`src/rtl/systolic_pkg.sv`:
```
// systolic_pkg: shared drain-controller types, default array sizing and column slice helper.
package systolic_pkg;
  typedef enum logic [1:0] {IDLE, SHIFT, OUT} drain_state_t;
  localparam int DEF_N = 4;
  localparam int DEF_DW = 8;
  // Low bit of column j inside a packed row of dw-bit columns.
  function automatic int col_lsb(input int j, input int dw);
    return j * dw;
  endfunction
endpackage

```
`src/rtl/drain_row_buffer.sv`:
```
// drain_row_buffer: N-entry row register file, synchronous write, combinational read.
// Ports: clk, rst (async active-low clear), wr_en/wr_idx/wr_data write port,
//        rd_idx/rd_data combinational read port.
module drain_row_buffer #(
  parameter int N = 4,
  parameter int DW = 8,
  parameter int IW = $clog2(N)
) (
  input  logic            clk,
  input  logic            rst,
  input  logic            wr_en,
  input  logic [IW-1:0]   wr_idx,
  input  logic [N*DW-1:0] wr_data,
  input  logic [IW-1:0]   rd_idx,
  output logic [N*DW-1:0] rd_data
);
  logic [N*DW-1:0] mem [N];
  always_ff @(posedge clk or negedge rst)
    if (!rst)
      for (int i = 0; i < N; i++) mem[i] <= '0;
    else if (wr_en)
      mem[wr_idx] <= wr_data;
  assign rd_data = mem[rd_idx];
endmodule

```
`src/rtl/systolic_drain_ctrl.sv`:
```
// systolic_drain_ctrl: drains the PE array c-chains into a row buffer and streams rows out top-first.
// Ports: clk, rst (async active-low), start pulse, col_c_in (bottom-row c_out per column),
//        mode (PE shift enable), busy, out_valid/out_ready/out_row/out_row_idx handshake,
//        done (pulse on acceptance of the last row).
module systolic_drain_ctrl
  import systolic_pkg::*;
#(
  parameter int N = DEF_N,
  parameter int DW = DEF_DW,
  parameter int IW = $clog2(N)
) (
  input  logic            clk,
  input  logic            rst,
  input  logic            start,
  input  logic [N*DW-1:0] col_c_in,
  output logic            mode,
  output logic            busy,
  output logic            out_valid,
  input  logic            out_ready,
  output logic [N*DW-1:0] out_row,
  output logic [IW-1:0]   out_row_idx,
  output logic            done
);
  localparam logic [IW-1:0] LAST = IW'(N - 1);
  drain_state_t state, state_n;
  logic [IW-1:0] cnt, cnt_n, r, r_n, wr_idx;
  logic mode_n, done_n, wr_en;
  always_ff @(posedge clk or negedge rst)
    if (!rst) begin
      state <= IDLE;
      cnt   <= '0;
      r     <= '0;
      mode  <= 1'b0;
      done  <= 1'b0;
    end else begin
      state <= state_n;
      cnt   <= cnt_n;
      r     <= r_n;
      mode  <= mode_n;
      done  <= done_n;
    end
  // Shift cycle k sees row N-1-k at the bottom of the chain, so rows land bottom-up.
  always_comb begin
    state_n = state;
    cnt_n   = cnt;
    r_n     = r;
    mode_n  = mode;
    done_n  = 1'b0;
    wr_en   = 1'b0;
    wr_idx  = LAST - cnt;
    case (state)
      IDLE:
        if (start) begin
          state_n = SHIFT;
          cnt_n   = '0;
          mode_n  = 1'b1;
        end
      SHIFT: begin
        wr_en = 1'b1;
        if (cnt == LAST) begin
          state_n = OUT;
          mode_n  = 1'b0;
          r_n     = '0;
        end else
          cnt_n = cnt + 1'b1;
      end
      OUT:
        if (out_ready) begin
          if (r == LAST) begin
            state_n = IDLE;
            done_n  = 1'b1;
            r_n     = '0;
          end else
            r_n = r + 1'b1;
        end
      default: state_n = IDLE;
    endcase
  end
  assign busy        = state != IDLE;
  assign out_valid   = state == OUT;
  assign out_row_idx = r;
  drain_row_buffer #(.N(N), .DW(DW), .IW(IW)) u_buf (
    .clk     (clk),
    .rst     (rst),
    .wr_en   (wr_en),
    .wr_idx  (wr_idx),
    .wr_data (col_c_in),
    .rd_idx  (r),
    .rd_data (out_row)
  );
endmodule

```
`config.mk`:
```
export PLATFORM = sky130hd
export DESIGN_NAME = systolic_drain_ctrl
export DESIGN_NICKNAME = d
export VERILOG_FILES = /design/src/rtl/systolic_pkg.sv /design/src/rtl/drain_row_buffer.sv /design/src/rtl/systolic_drain_ctrl.sv
export SDC_FILE = /design/constraint.sdc
export NUM_CORES = 1
export LEC_CHECK = 0
export ABC_AREA = 1
export CAP_MARGIN = 20
export CORE_ASPECT_RATIO = 1.2
export CORE_MARGIN = 3
export CORE_UTILIZATION = 35
export DETAILED_ROUTE_END_ITERATION = 10
export GPL_ROUTABILITY_DRIVEN = 0
export PLACE_DENSITY = 0.58
export REMOVE_ABC_BUFFERS = 1
export SETUP_SLACK_MARGIN = 0.4
export SYNTH_ARGS = -nofsm -noshare
export SYNTH_HDL_FRONTEND = slang
export SYNTH_SLANG_ARGS = --single-unit
```
`constraint.sdc`:
```
create_clock -name clk -period 1.8 [get_ports clk]
set_input_delay 0.18 -clock clk [delete_from_list [all_inputs] [get_ports clk]]
set_output_delay 0.18 -clock clk [all_outputs]
set_load 0.01 [all_outputs]
```
==> run_1/clock_nets.png <==
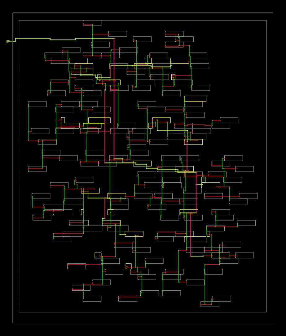
Flops: 136
total CTS buffers: 17
Clk Latency, worst-skew pair: 0.42 ns
clock skew: 0.01024 ns
Clock Sink Count: 136

==> run_1/clock_wires.png <==
Drawn at 4 px/µm.
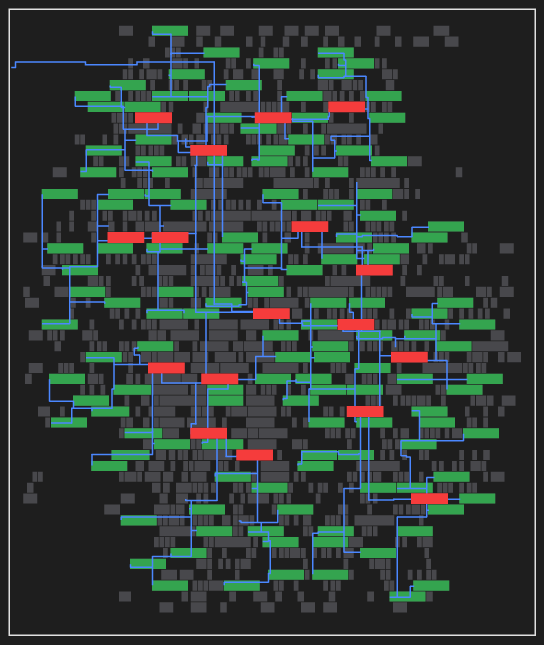
[green] flip-flops | count: 136
[red] clock-net drivers | count: 17
[blue] clock wires | length: 1820 µm
routed clock nets: 18
clock group share of total power: 0.192
clk pwr: 3.65 mW

==> reports/results.txt, run 1 <==
Crit path capture type - output pin
Violated checks - negative setup slack
Hold slack - 0.2600 ns
Sequential cell area share - 0.3754
Row cnt - 54
CP peak stage delay - 0.55 ns
Vias in the first global route - 5746
Die Wd - 131.1 µm
Most frequent cell after synthesis - nand2_1
Tap Count - 252
Max cap viols - 0
Top cells by area - dfrtp_1 (52%), nand2_1 (34%), o211ai_1 (3.7%)
Comb/total area - 0.3203
Met2 Wirelength - 10480 µm
Setup Viol. Count Final - 32
Simple Share, Synth - 0.3578
Post-DP HPWL - 10660 µm
Synthesized cell area - 6575 µm²
Complex Gates by Area - 0.03730
Tool warnings - 30
Diodes inserted - 0
CTS tree - built
NonClk Buf Share - 0.1783
DRT met1 WL - 9090 µm
Slew Viols, Final - 0
Largest cell class by area - flip-flops and latches
Status - finished, violations left
Post-CTS setup buffers - 6
PostCTS Resize Cnt - 198
Clock-pin slew on the worst setup and hold paths - 0.06 ns
Initial antenna violation count - 0
Max Clk Rate - 521.7 MHz
Critical path type - reg2out
Largest net degree at the start of global routing - 43
Clk tree area frac - 0.06731
Worst Path Arrival - 1.74 ns
Minimum clock period - 1.917 ns
Combinational gates - 649
Gr usage total - 0.1913
Synth Register Bits - 136
CP Max Fanout - 6
Clock root buffer - clkbuf_16
Pre-Place Util - 0.3591
Ys Warns - 0
Data required, critical path - 1.62 ns
Nets@finish - 1025
CP cell instances - buf_12 -> buf_16 -> o211ai_1 -> nand2_1 -> buf_2
Final setup margin - -0.1167 ns
H-Tree Depth - 4
==> run_1/m2.png <==
Drawn at 2 px/µm.
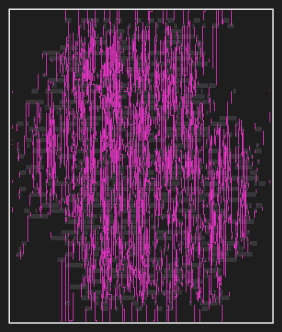
share of all routed wire: 50%
main direction: vertical
nets with wire on the layer: 732
longest straight run: 63.1 µm
routed wire length: 20950 µm
total number of vias: 5919
met2 usage: 0.3305

==> run 1: critical path, delay by kind of cell (launching register included) <==
kind	cells	cell delay, ns
DFF	1	0.55
AOI/OAI and AO/OA	1	0.22
buffers and inverters	3	0.45
and+or+nand+nor	1	0.11
==> run 1: layout by cell type (no fill, tap or decap), drive strengths merged <==
cell type        n
buf             87
bufinv           4
clkbuf          26
clkdlybuf4s50   34
clkinv           8
clkinvlp         1
dfrtp          136
dlygate4sd2      2
dlygate4sd3      1
ha               5
inv             49
nand2          596
nand3            7
nand4            2
nor2             6
o211ai          32
o21ai            1
==> run 1: report_power, final <==
part	switching, mW	total (mW)	leakage (nW)	internal, mW
logic	5.50	9.84	2.75	4.34
clock network	1.34	3.65	0.300	2.31
registers	0.932	5.54	1.66	4.61
total	7.78	19.0	4.71	11.3
==> run_1/pinout.png <==
Drawn at 2 px/µm. Pins as bars across the die edge, other pins in gray.
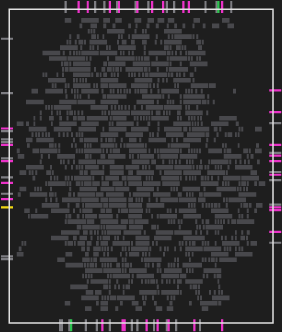

==> run 2, diff against run 1 <==
- DONT_BUFFER_PORTS: not set -> 1
- PLACE_DENSITY: 0.58 -> 0.53
==> run_2/pinout.png <==
Drawn at 2 px/µm. Pins as bars across the die edge, other pins in gray.
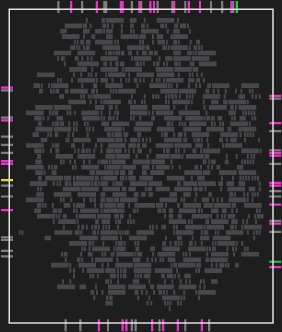
[yellow] mode | pins: 1 | direction: output | edge: west
[green] out_row_idx | pins: 2 | direction: output | edge: 1 north, 1 east
[magenta] out_row | pins: 32 | direction: output | edge: 11 north, 9 east, 7 south, 5 west
Die Wd: 131.1 µm
Port Buffer Count: 0
Die Height: 156.1 µm

==> run_2/clock_nets.png <==
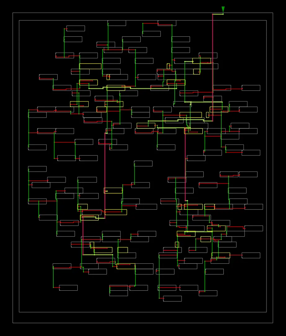
clk pwr: 3.66 mW
clock skew: 0.01138 ns
CLK BUF: 25

==> reports/results.txt, run 2 <==
Status - finished, violations left
Violated checks - negative hold slack
Complex Gates by Area - 0.03730 (unchanged)
Tool warnings - 34 (+13%)
Total CTS buffers - 17 (unchanged)
Crit path capture type - output pin
R2R cell count - 9
Ys Warns - 0 (unchanged)
Hold slack - -0.5364 ns (-0.7964 ns)
Routed wire length - 18980 µm (-9.4%)
CTS tree - built
Synth Area per Inst - 7.489 µm²
Synthesized cell area - 6575 µm² (unchanged)
Post-DP HPWL - 10550 µm (-1.0%)
Row cnt - 54 (unchanged)
Simple Share, Synth - 0.3578 (unchanged)
Seq share, synth - 0.5176
Clock group share of total power - 0.209 (+0.017)
Net Sw Frac - 0.4150 (+0.006606)
Diodes inserted - 0 (unchanged)
Gr usage total - 0.1767 (-0.01459)
Core Util, Final - 0.4783
Fillers - 1838
Logic area - 3209 µm²
Commonest cells post-synth - nand2_1 (590), dfrtp_1 (136), inv_1 (47)
Top cells by area - dfrtp_1 (52%), nand2_1 (34%), o211ai_1 (3.7%)
Worst r2r dst - u_buf.mem[74]
Internal Power - 10.24 mW (-9.1%)
Setup TNS - 0 ns
Minimum clock period - 1.746 ns (-0.1711 ns)
First-pass GRT wire length - 28650 µm
Pwr top - combinational logic
Synth Register Bits - 136 (unchanged)
Cells after synthesis - 878
Critical path type - reg2out
Cell Type Count - 17
Clock-pin slew on the worst setup and hold paths - 0.05 ns (about the same)
H-Tree Depth - 4 (unchanged)
Worst Path Arrival - 1.57 ns (-0.17 ns)
Max IR drop VDD - 0.7839 mV
Clock root buffer - clkbuf_16
P_comb - 8.41 mW (-15%)
Data required, critical path - 1.62 ns (about the same)
Setup Viol. Count Final - 0 (-100%)
Leakage power - 4.597 nW
DRT antenna net count - 0
R2r startpoint - cnt[0]
Clk Latency, worst-skew pair - 0.42 ns (about the same)
Initial antenna violation count - 0 (unchanged)
Top Layout Cells - nand2_1 (461), dfrtp_1 (131), nand2_2 (102)
Total power - 17.51 mW
Max Clk Rate - 572.9 MHz (+9.8%)
Largest net degree at the start of global routing - 137 (+220%)
Synth mux share - 0
Nets@finish - 973 (-5.1%)
Slew Viols, Final - 0 (unchanged)
Dominant synthesized flop cell - dfrtp_1
Number of flip-flops in the largest register - 128
Clock Sink Count - 136 (unchanged)
Switching power - 7.267 mW (-6.5%)
Pre-Place Util - 0.3591 (unchanged)
Most frequent cell after synthesis - nand2_1
CP Max Fanout - 52 (+46)
Final count of hold timing violations - 136
Register Area - 3412 µm²
TritonRoute pass-1 iters - 4
Grt met3 use - 0.03774
Final setup margin - 0.05444 ns (+0.1711 ns)
Commonest Layout Cell - nand2_1
Critical Path Start Type - register
Reg with most FFs - u_buf.mem
CP startpoint - out_row_idx[0]
Sequential power - 5.44 mW (-2%)
Logic pwr share - 0.480 (-0.037)
Synth Area in Adders - 0.009515
Worst-Margin Slew - 0.3595 ns
Reg power frac - 0.311 (+0.020)
Area grow syn2layout - 33.21%
Proportion of layout cells with a drive suffix above 1 - 0.2476
Vias in the first global route - 5199 (-9.5%)
Post-route cell area - 8758 µm²
Max cap viols - 0 (unchanged)
==> run_2/m2.png <==
Drawn at 2 px/µm.
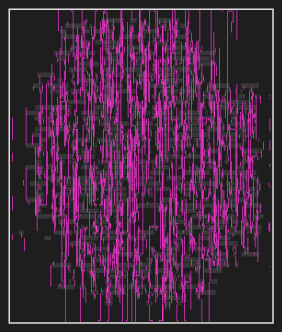
wire length on this layer: 9640 µm
share of all routed wire: 51%
longest straight run: 81.1 µm
main direction: vertical
nets with wire on the layer: 725
total number of vias: 5584
met2 usage: 0.3001

==> run 2: layer usage <==
metal,up-vias,part of all wire
met5,-,0
li1,2767,-
met1,2700,0.44
met2,101,0.51
met3,16,0.037
met4,0,0.011
==> run 2: critical path, stage by stage (launching register included) <==
cell	delay [ns]
dfrtp_4	0.51
buf_12	0.21
o211ai_1	0.27
nand2_1	0.14
==> run 2: cell type report <==
cell class                      count  area share
Multi-Input combinational cell    647      0.3664
Clock buffer                       25     0.05771
Tap cell                          252     0.03600
Timing Repair Buffer               81      0.1144
Clock inverter                      7     0.01300
Inverter                           49     0.02286
Sequential cell                   136      0.3896
==> run 2: timing repair <==
action | CTS | global route
pin swaps | 13 | 86
gates cloned | 0 | 7
setup endpoints to repair | 133 | 164
buffers inserted | 5 | 18
resized | 23 | 201
hold endpoints to repair | 267 | 136
Power figures rest on the tool's default switching activity, not on a simulated workload.
